===== src/rtl/pipe_pkg.sv =====
// Shared pipeline payload types and widths.
// Each stage boundary gets its own packed bundle.
package pipe_pkg;

  typedef enum logic {
    PASS = 1'b0,
    FULL = 1'b1
  } skid_st_e;

  typedef struct packed {
    logic [31:0] alu_result;
    logic [31:0] read_data;
    logic [4:0]  rd;
    logic [31:0] pc_plus4;
  } memwb_t;

  typedef struct packed {
    logic [31:0] alu_result;
    logic [31:0] store_data;
    logic [4:0]  rd;
    logic [31:0] pc_plus4;
    logic        mem_rd;
    logic        mem_wr;
    logic        reg_wr;
  } exmem_t;

  localparam int MEMWB_W = $bits(memwb_t);
  localparam int EXMEM_W = $bits(exmem_t);

endpackage


===== src/rtl/pipe_stage_hs_skid.sv =====
// One-entry skid buffer with PASS/FULL state.
// Holds the beat accepted while the output register is stalled.
import pipe_pkg::*;

module pipe_skid_buf #(
  parameter int WIDTH = 8
) (
  input  logic             clk,
  input  logic             reset,
  input  logic             flush,
  input  logic             load,
  input  logic             unload,
  input  logic [WIDTH-1:0] in_data,
  output logic             full,
  output logic [WIDTH-1:0] skid_data
);

  skid_st_e state;
  skid_st_e state_nxt;

  always_ff @(posedge clk) begin
    if (reset || flush) begin
      state <= PASS;
    end else begin
      state <= state_nxt;
    end
  end

  always_comb begin
    state_nxt = state;
    unique case (state)
      PASS: if (load) state_nxt = FULL;
      FULL: if (unload) state_nxt = PASS;
      default: state_nxt = PASS;
    endcase
  end

  always_ff @(posedge clk) begin
    if (reset || flush) begin
      skid_data <= '0;
    end else if (load && state == PASS) begin
      skid_data <= in_data;
    end
  end

  assign full = (state == FULL);

endmodule


===== src/rtl/pipe_stage_hs.sv =====
// Handshaked pipeline stage register with optional skid,
// synchronous flush and a saturating stall counter.
import pipe_pkg::*;

module pipe_stage_hs #(
  parameter int WIDTH = MEMWB_W,
  parameter int SKID  = 0,
  parameter int CNT_W = 16
) (
  input  logic             clk,
  input  logic             reset,
  input  logic             in_valid,
  output logic             in_ready,
  input  logic [WIDTH-1:0] in_data,
  input  logic             flush,
  output logic             out_valid,
  input  logic             out_ready,
  output logic [WIDTH-1:0] out_data,
  output logic [CNT_W-1:0] stall_cnt,
  input  logic             stall_clr
);

  localparam logic [CNT_W-1:0] CNT_MAX = '1;

  logic             in_xfer;
  logic             out_xfer;
  logic             stalled;
  logic             to_skid;
  logic             from_skid;
  logic             skid_full;
  logic [WIDTH-1:0] skid_data;

  assign in_xfer   = in_valid && in_ready;
  assign out_xfer  = out_valid && out_ready;
  assign stalled   = out_valid && !out_ready;
  assign from_skid = skid_full && out_xfer;

  if (SKID != 0) begin : g_skid
    assign to_skid  = in_xfer && stalled;
    assign in_ready = !skid_full;

    pipe_skid_buf #(
      .WIDTH(WIDTH)
    ) u_skid (
      .clk      (clk),
      .reset    (reset),
      .flush    (flush),
      .load     (to_skid),
      .unload   (out_xfer),
      .in_data  (in_data),
      .full     (skid_full),
      .skid_data(skid_data)
    );
  end else begin : g_noskid
    assign to_skid   = 1'b0;
    assign skid_full = 1'b0;
    assign skid_data = '0;
    // Flush retires the presented beat upstream even when stalled
    assign in_ready  = out_ready || !out_valid || flush;
  end

  always_ff @(posedge clk) begin
    if (reset || flush) begin
      out_valid <= 1'b0;
      out_data  <= '0;
    end else if (from_skid) begin
      out_data  <= skid_data;
    end else if (in_xfer && !to_skid) begin
      out_valid <= 1'b1;
      out_data  <= in_data;
    end else if (out_xfer) begin
      out_valid <= 1'b0;
    end
  end

  always_ff @(posedge clk) begin
    if (reset || stall_clr) begin
      stall_cnt <= '0;
    end else if (stalled && stall_cnt != CNT_MAX) begin
      stall_cnt <= stall_cnt + 1'b1;
    end
  end

endmodule


===== config.mk =====
export PLATFORM = sky130hd
export DESIGN_NAME = pipe_stage_hs
export DESIGN_NICKNAME = d
export VERILOG_FILES = /design/src/rtl/pipe_pkg.sv /design/src/rtl/pipe_stage_hs_skid.sv /design/src/rtl/pipe_stage_hs.sv
export SDC_FILE = /design/constraint.sdc
export NUM_CORES = 1
export LEC_CHECK = 0
export CAP_MARGIN = 0
export CORE_UTILIZATION = 43
export CTS_CLUSTER_DIAMETER = 200
export DETAILED_ROUTE_END_ITERATION = 10
export HOLD_SLACK_MARGIN = 0.02
export PLACE_DENSITY = 0.83
export SYNTH_ARGS = -nofsm -noshare
export SYNTH_HDL_FRONTEND = slang
export SYNTH_SLANG_ARGS = --single-unit

===== constraint.sdc =====
create_clock -name clk -period 3.15 [get_ports clk]
set_input_delay 0.7875 -clock clk [delete_from_list [all_inputs] [get_ports clk]]
set_output_delay 0.7875 -clock clk [all_outputs]
set_load 0.03 [all_outputs]

==> notes.md <==
Yosys
- dfxtp_1 — most instantiated flip-flop cell in the synthesis netlist
- 653 — number of nets at floorplan
- 545 — count of mapped cells out of synthesis
- 118 — Synth Register Bits
- 4370 sq um — yosys stat chip area
- 0.159 — yosys aoi share
- simple AND/OR/NAND/NOR gates — dominant kind of combinational cell
- dfxtp_1 — biggest area consumer among synthesized cells
- 0 — Syn. warnings

GRT
- 0.251 — gr usage total
- 4,435 — vias in the first global route

Floorplan
- 10,600 sq um — total die size
- 103 microns — x dimension of the die
- 36 — number of placement rows

Drt
- 6.78 mm — met2 WL
- 4,571 — count of vias placed by the detailed router
- met4 — highest layer used for signal routing
- 5.05 mm — post-route met1 wirelength

Power
- 1.56 mW — sequential-cell power consumption
- 0.930 mW — net switching power
- 0.233 — share of total power consumed by net switching
- the clock network — Top power group
- 0.494 — relative contribution of the clock network to total power

Final layout
- 729 — layout filler cell count
- 7330 sq um — post-route cell area
- 903 — number of cells in the finished layout apart from fillers

Timing
- 0 ps — Setup Total Neg Slack
- 332 MHz — max frequency
- false — unrepaired setup endpoints after global routing

Worst setup path
- 1210 ps — Register-to-Register Setup Slack
- 5 — worst r2r path cells
- clkdlybuf4s50_1 -> and2b_1 -> nand2b_1 -> clkdlybuf4s50_1 — cells along the critical path
- input pin — category of the worst setup path launch point
- stall_cnt[3]$_SDFFE_PP0P_ — worst r2r dst
- 3 — Max Fanout on Critical Path

Placement
- 871 — number of cells after detailed placement

Clock tree
- 60 ps — clock slew at reported path FFs
- 17 — Inserted Clock Buffers
- clkbuf_8 — Root Buffer
- 0 — cells resized by post-CTS repair

Outcome
- complete, no violations — outcome

[area by class of cell]
type | count | area, sq um | area share
Sequential cell | 118 | 2360 | 0.322
Timing Repair Buffer | 232 | 2340 | 0.320
Multi-Input combinational cell | 385 | 1830 | 0.250
Clock buffer | 22 | 473 | 0.0645
Tap cell | 133 | 166 | 0.0227
Clock inverter | 10 | 144 | 0.0196
Inverter | 3 | 11.3 | 0.00154
[sequential cells by signal, summed over array words and instances (netlist names)]
signal     flops
out_data     101
out_valid      1
stall_cnt     16
[critical path: cells and delay by family]
kind | cells | cell delay [ps]
buf+inv | 2 | 1140
simple gates | 2 | 280
Figure 1. Track usage over the die.
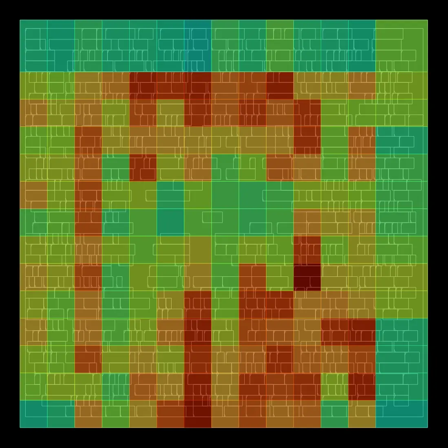
Finished Core Util: 0.746
global routing's busiest layer: met2
GR met3 Demand/Resource: 0.0854
M2 GR Usage: 0.447

Figure 2. Sequential cells grouped by signal name.
(4 px per micron)
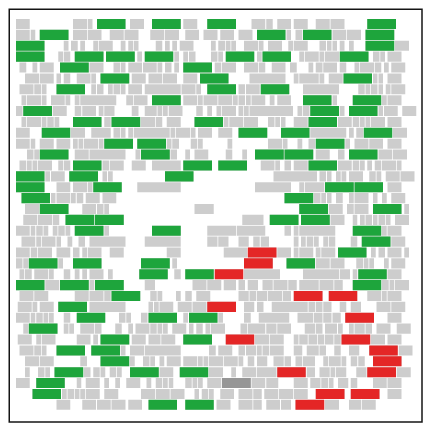
red -> stall_cnt  # sequential cells 16
green -> out_data  # sequential cells 101, where widely spread

Power and IR drop assume default switching activity.
